**src/rtl/fp_ci_pkg.sv**
```systemverilog
`default_nettype none
// ============================================================================
//  Module      : fp_ci_pkg
//  Description : Shared state encoding and default sizing for the
//                floating-point custom-instruction initiator.
//  Revision    : 1.0 - initial release
// ============================================================================
package fp_ci_pkg;

    localparam int DEFAULT_DATA_WIDTH     = 32;
    localparam int DEFAULT_COUNTER_WIDTH  = 10;
    localparam int DEFAULT_TIMEOUT_CYCLES = 64;

    localparam int STATE_W = 3;

    localparam logic [STATE_W-1:0] S_FLUSH = 3'd0;
    localparam logic [STATE_W-1:0] S_IDLE  = 3'd1;
    localparam logic [STATE_W-1:0] S_ISSUE = 3'd2;
    localparam logic [STATE_W-1:0] S_WAIT  = 3'd3;
    localparam logic [STATE_W-1:0] S_RESP  = 3'd4;

endpackage
`default_nettype wire

```
**src/rtl/ci_latency_counter.sv**
```systemverilog
`default_nettype none
// ============================================================================
//  Module      : ci_latency_counter
//  Description : Saturating up-counter with synchronous clear and a
//                compare-to-limit flag. Measures FP unit latency and
//                doubles as the timeout timer.
//  Revision    : 1.0 - initial release
// ============================================================================
module ci_latency_counter
    import fp_ci_pkg::*;
#(
    parameter int                 WIDTH = DEFAULT_COUNTER_WIDTH,
    parameter logic [WIDTH-1:0]   LIMIT = {WIDTH{1'b1}}
) (
    input  logic             clk,
    input  logic             rst,
    input  logic             i_clear,
    input  logic             i_inc,
    output logic [WIDTH-1:0] o_count,
    output logic             o_at_limit
);

    localparam logic [WIDTH-1:0] c_ONE = {{(WIDTH-1){1'b0}}, 1'b1};

    logic [WIDTH-1:0] r_count;

    // Count up while enabled, stick at all-ones instead of wrapping.
    always_ff @(posedge clk or negedge rst) begin
        if (!rst) begin
            r_count <= '0;
        end else if (i_clear) begin
            r_count <= '0;
        end else if (i_inc && (r_count != {WIDTH{1'b1}})) begin
            r_count <= r_count + c_ONE;
        end
    end

    assign o_count    = r_count;
    assign o_at_limit = (r_count == LIMIT);

endmodule
`default_nettype wire

```
**src/rtl/fp_ci_initiator.sv**
```systemverilog
`default_nettype none
// ============================================================================
//  Module      : fp_ci_initiator
//  Description : Initiator side of the multi-cycle FP custom-instruction
//                handshake. Takes one operand pair at a time, issues it as a
//                single clk_en pulse, waits for done, and returns the result
//                plus the measured latency on a valid/ready stream.
//                Optional feature macro: FP_CI_INITIATOR_TIMEOUT_EN
//                (abort with ci_aclr and out_err after TIMEOUT_CYCLES).
//  Revision    : 1.0 - initial release
// ============================================================================
module fp_ci_initiator
    import fp_ci_pkg::*;
#(
    parameter int DATA_WIDTH     = DEFAULT_DATA_WIDTH,
    parameter int COUNTER_WIDTH  = DEFAULT_COUNTER_WIDTH,
    parameter int TIMEOUT_CYCLES = DEFAULT_TIMEOUT_CYCLES
) (
    input  logic                     clk,
    input  logic                     rst,
    input  logic                     in_valid,
    output logic                     in_ready,
    input  logic [DATA_WIDTH-1:0]    in_a,
    input  logic [DATA_WIDTH-1:0]    in_b,
    output logic                     ci_clk_en,
    output logic                     ci_aclr,
    output logic [DATA_WIDTH-1:0]    ci_dataa,
    output logic [DATA_WIDTH-1:0]    ci_datab,
    input  logic [DATA_WIDTH-1:0]    ci_result,
    input  logic                     ci_done,
    output logic                     out_valid,
    input  logic                     out_ready,
    output logic [DATA_WIDTH-1:0]    out_result,
    output logic [COUNTER_WIDTH-1:0] out_latency,
    output logic                     out_err
);

`ifdef FP_CI_INITIATOR_TIMEOUT_EN
    localparam logic c_TIMEOUT_EN = 1'b1;
`else
    localparam logic c_TIMEOUT_EN = 1'b0;
`endif

    localparam logic [COUNTER_WIDTH-1:0] c_TIMEOUT_LIMIT = COUNTER_WIDTH'(TIMEOUT_CYCLES - 1);
    localparam logic [COUNTER_WIDTH-1:0] c_TIMEOUT_LAT   = COUNTER_WIDTH'(TIMEOUT_CYCLES);
    localparam logic [COUNTER_WIDTH-1:0] c_ONE           = {{(COUNTER_WIDTH-1){1'b0}}, 1'b1};

    logic [STATE_W-1:0]       r_state;
    logic [STATE_W-1:0]       w_state_next;
    logic [DATA_WIDTH-1:0]    r_dataa;
    logic [DATA_WIDTH-1:0]    r_datab;
    logic [DATA_WIDTH-1:0]    r_result;
    logic [COUNTER_WIDTH-1:0] r_latency;
    logic [COUNTER_WIDTH-1:0] w_count;
    logic [COUNTER_WIDTH-1:0] w_lat_next;
    logic                     w_at_limit;
    logic                     w_accept;
    logic                     w_done_hit;
    logic                     w_timeout_hit;
    logic                     w_in_ready;
    logic                     w_clk_en;
    logic                     w_aclr;
    logic                     w_out_valid;

    // A done in the same cycle as the timeout wins; done outside WAIT is ignored.
    assign w_accept      = (r_state == S_IDLE) && in_valid;
    assign w_done_hit    = (r_state == S_WAIT) && ci_done;
    assign w_timeout_hit = (r_state == S_WAIT) && !ci_done && w_at_limit && c_TIMEOUT_EN;

    // Latency reported includes the done cycle itself, saturating at all-ones.
    assign w_lat_next = (w_count == {COUNTER_WIDTH{1'b1}}) ? w_count : (w_count + c_ONE);

    ci_latency_counter #(
        .WIDTH (COUNTER_WIDTH),
        .LIMIT (c_TIMEOUT_LIMIT)
    ) u_counter (
        .clk        (clk),
        .rst        (rst),
        .i_clear    (r_state == S_ISSUE),
        .i_inc      (r_state == S_WAIT),
        .o_count    (w_count),
        .o_at_limit (w_at_limit)
    );

    // State register; reset lands in FLUSH so an interrupted unit gets cleared.
    always_ff @(posedge clk or negedge rst) begin
        if (!rst) begin
            r_state <= S_FLUSH;
        end else begin
            r_state <= w_state_next;
        end
    end

    // Next-state decode: strictly one operation in flight.
    always_comb begin
        w_state_next = r_state;
        case (r_state)
            S_FLUSH: w_state_next = S_IDLE;
            S_IDLE:  if (in_valid) w_state_next = S_ISSUE;
            S_ISSUE: w_state_next = S_WAIT;
            S_WAIT:  if (w_done_hit || w_timeout_hit) w_state_next = S_RESP;
            S_RESP:  if (out_ready) w_state_next = S_IDLE;
            default: w_state_next = S_FLUSH;
        endcase
    end

    // Output decode: handshake strobes depend on state only (aclr also on timeout).
    always_comb begin
        w_in_ready  = 1'b0;
        w_clk_en    = 1'b0;
        w_aclr      = 1'b0;
        w_out_valid = 1'b0;
        case (r_state)
            S_FLUSH: w_aclr      = 1'b1;
            S_IDLE:  w_in_ready  = 1'b1;
            S_ISSUE: w_clk_en    = 1'b1;
            S_WAIT:  w_aclr      = w_timeout_hit;
            S_RESP:  w_out_valid = 1'b1;
            default: w_aclr      = 1'b1;
        endcase
    end

    // Operand capture on accept and result/latency capture on completion.
    always_ff @(posedge clk or negedge rst) begin
        if (!rst) begin
            r_dataa   <= '0;
            r_datab   <= '0;
            r_result  <= '0;
            r_latency <= '0;
        end else begin
            if (w_accept) begin
                r_dataa <= in_a;
                r_datab <= in_b;
            end
            if (w_done_hit) begin
                r_result  <= ci_result;
                r_latency <= w_lat_next;
            end else if (w_timeout_hit) begin
                r_result  <= '0;
                r_latency <= c_TIMEOUT_LAT;
            end
        end
    end

`ifdef FP_CI_INITIATOR_TIMEOUT_EN
    logic r_err;

    // Error flag marks a result produced by abort rather than by the unit.
    always_ff @(posedge clk or negedge rst) begin
        if (!rst) begin
            r_err <= 1'b0;
        end else if (w_done_hit) begin
            r_err <= 1'b0;
        end else if (w_timeout_hit) begin
            r_err <= 1'b1;
        end
    end

    assign out_err = r_err;
`else
    assign out_err = 1'b0;
`endif

    assign in_ready    = w_in_ready;
    assign ci_clk_en   = w_clk_en;
    assign ci_aclr     = w_aclr;
    assign ci_dataa    = r_dataa;
    assign ci_datab    = r_datab;
    assign out_valid   = w_out_valid;
    assign out_result  = r_result;
    assign out_latency = r_latency;

endmodule
`default_nettype wire

```
**config.mk**
```make
export PLATFORM = sky130hd
export DESIGN_NAME = fp_ci_initiator
export DESIGN_NICKNAME = d
export VERILOG_FILES = /design/src/rtl/fp_ci_pkg.sv /design/src/rtl/ci_latency_counter.sv /design/src/rtl/fp_ci_initiator.sv
export SDC_FILE = /design/constraint.sdc
export NUM_CORES = 1
export LEC_CHECK = 0
export CORE_MARGIN = 5
export CORE_UTILIZATION = 53
export CTS_BUF_LIST = sky130_fd_sc_hd__clkbuf_4
export DETAILED_ROUTE_END_ITERATION = 8
export DONT_BUFFER_PORTS = 1
export PLACE_DENSITY = 0.74
export SLEW_MARGIN = 0
export SYNTH_ARGS = -nofsm -noshare
export SYNTH_HDL_FRONTEND = slang
export SYNTH_SLANG_ARGS = --single-unit
```
**constraint.sdc**
```tcl
create_clock -name clk -period 2.3 [get_ports clk]
set_input_delay 0.575 -clock clk [delete_from_list [all_inputs] [get_ports clk]]
set_output_delay 0.575 -clock clk [all_outputs]
set_load 0.005 [all_outputs]
```
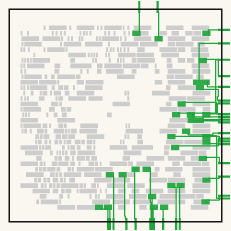
port_nets.png
Scale: 2 px per um.
`in_a` -> green  # direction input, edge 19 east, 11 south, 2 north, end cells 32, buffers 0, wire 545 um

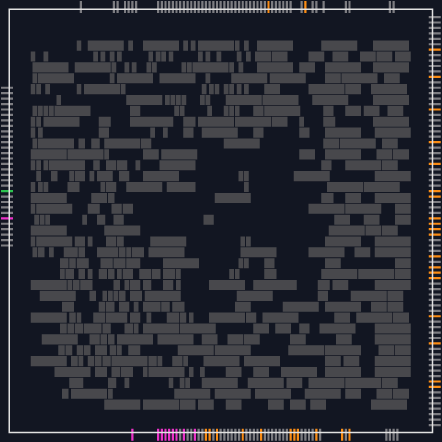
pins.png
Scale: 4 px per um. Pins as bars across the die edge, other pins in gray.
`in_a` -> orange  # pins 32, direction input, edge 19 east, 11 south, 2 north
`ci_done` -> green  # pins 1, direction input, edge west
`out_latency` -> magenta  # pins 10, direction output, edge 9 south, 1 west
all pins by edge = 76 east, 53 south, 53 north, 30 west

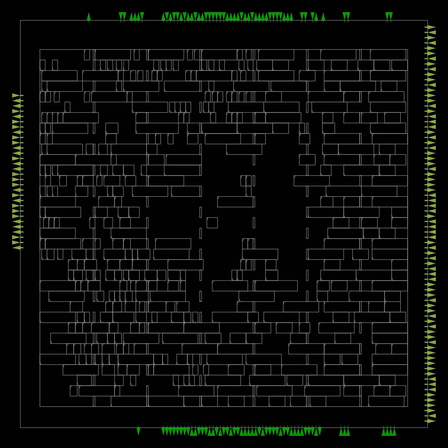
final_placement.png
Placeable Area: 0.00881 sq mm
Layout fillers: 733

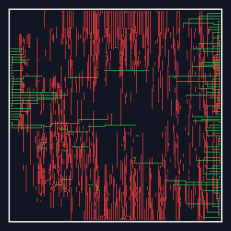
metal_stack.png
Scale: 2 px per um. Two of the layers only.
met2 -> red  # wire length 5,550 um
met3 -> green  # wire length 941 um

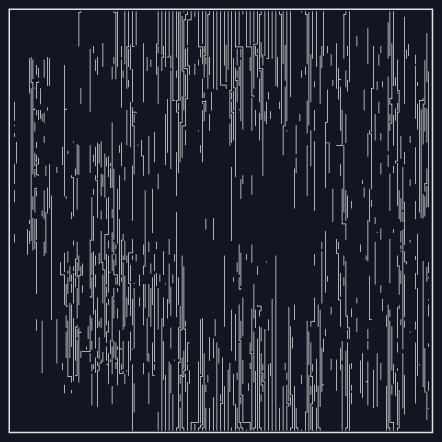
met2.png
Scale: 4 px per um.
main direction = vertical
wire length on this layer = 5,550 um
longest straight run = 43.7 um
share of all routed wire = 52%
nets with wire on the layer = 450
vias post-DR: 3,025
met2 Usage GRT: 0.324

==> metrics.yaml <==
setup_path:
  path_cells: "nand2b_2, nor2_1"
  worstPathRequired_ns: 1.73
  worstSetupEndpointType: "output pin"
  critPathLaunchType: "flop"
  r2r_end: "ci_dataa[20]"
  cp.depth: 2
  rr_startpoint: "r_state[1]"
  startpoint: "r_state[2]"
  path_buffers: 0
  ff2ff_setup_slack_ns: 0.33
  max_stage_delay_ns: 0.47
  crit_slowest_cell: "dfrtp_1"
global_route:
  met1_usage: 0.231
  busiest_layer: "met2"
  grt_pass1_wl_um: 16900
  grt_pass1_vias: 3051
  grt_antenna_before_repair: 0
  grt_max_degree: 120
  grt_overflow: 0
route:
  routed_via_density: 5.66
  wl_um: 10700
synth:
  adder_share: 0.00259
  ys_sh_aoi: 0.0404
  async_flop_share: 1.00
  ys.flops: 119
  top_area_frac: 0.617
  synth_cells: 410
  syn_nets: 512
  ys.flop_type: "dfrtp_1"
  yosysWarnings: 0
  synth_area_per_cell_sq_um: 11.8
  top_cell: "dfrtp_1"
  netlist_top_cells_area: "dfrtp_1 62%, mux2_2 15%, nand2_1 8.5%"
  synthTopLogicFamily: "multiplexers"
  ys_cells: 410
sta:
  worstMarginPinSlew_ns: 0.553
  finalClockPeriodUsage: 0.900
  finalSetupTns_ns: 0
  fin_skew_ns: 0.0202
  timing.hold.ws_ns: -0.245
  hold_viol_final: 119
  period_needed_ns: 2.07
cells_and_area:
  layout.nets: 515
  n_antenna_cell: 0
  syn_to_final_growth_pct: 7.90
place:
  dp_hpwl_um: 7850
  placedInstanceArea_sq_mm: 0.00491
power_and_ir_drop:
  power.total_mw: 7.23
  p_seq_frac: 0.538
  pg_comb_mw: 1.80
  swShare: 0.351
  p_leak_nw: 2.39
  clkPwrFrac: 0.213
  p_int_mw: 4.70
  seq_power_mw: 3.89
  power_switching_mw: 2.53
floorplanning:
  chipArea_sq_mm: 0.0111
  fp-utilization: 0.548
  dieHeight_um: 105
  die_w_um: 105
  io_pins: 212
job:
  drv_cap: 0
clock_tree:
  cts_root_buf: "clkbuf_4"
  cts_sinks: 119
  clk-insertion-delay-late_ns: 0.49
  cts.clk_slew.worst_paths_ns: 0.12
  post_cts_buffers: 0
  numCtsBuffers: 17
run_status:
  violations: "hold timing"
  status: "complete, but fails checks"
==> repair_timing <==
action                                  in CTS  in global routing
endpoints found under the hold margin      119                119
gates resized                                0                  1
endpoints found under the setup margin       0                  1
==> cell type report <==
class                           count  area [sq um]  area share
Sequential cell                   119          2980       0.571
Timing Repair Buffer                9          80.1      0.0154
Multi-Input combinational cell    263          1710       0.328
Clock buffer                       17           128      0.0245
Tap cell                          108           135      0.0259
Clock inverter                     15           169      0.0324
Inverter                            3          11.3     0.00216
==> state kept, by name (all words and copies together), names as in the netlist <==
name / cells
ci_dataa: 32
ci_datab: 32
out_result: 32
r_state: 3
out_latency: 10
u_counter.o_count: 10
==> layer usage <==
layer,up-vias,routed length [um]
met3,15,940
met1,1471,4090
li1,1394,-
met5,-,0
met2,145,5550
met4,0,145
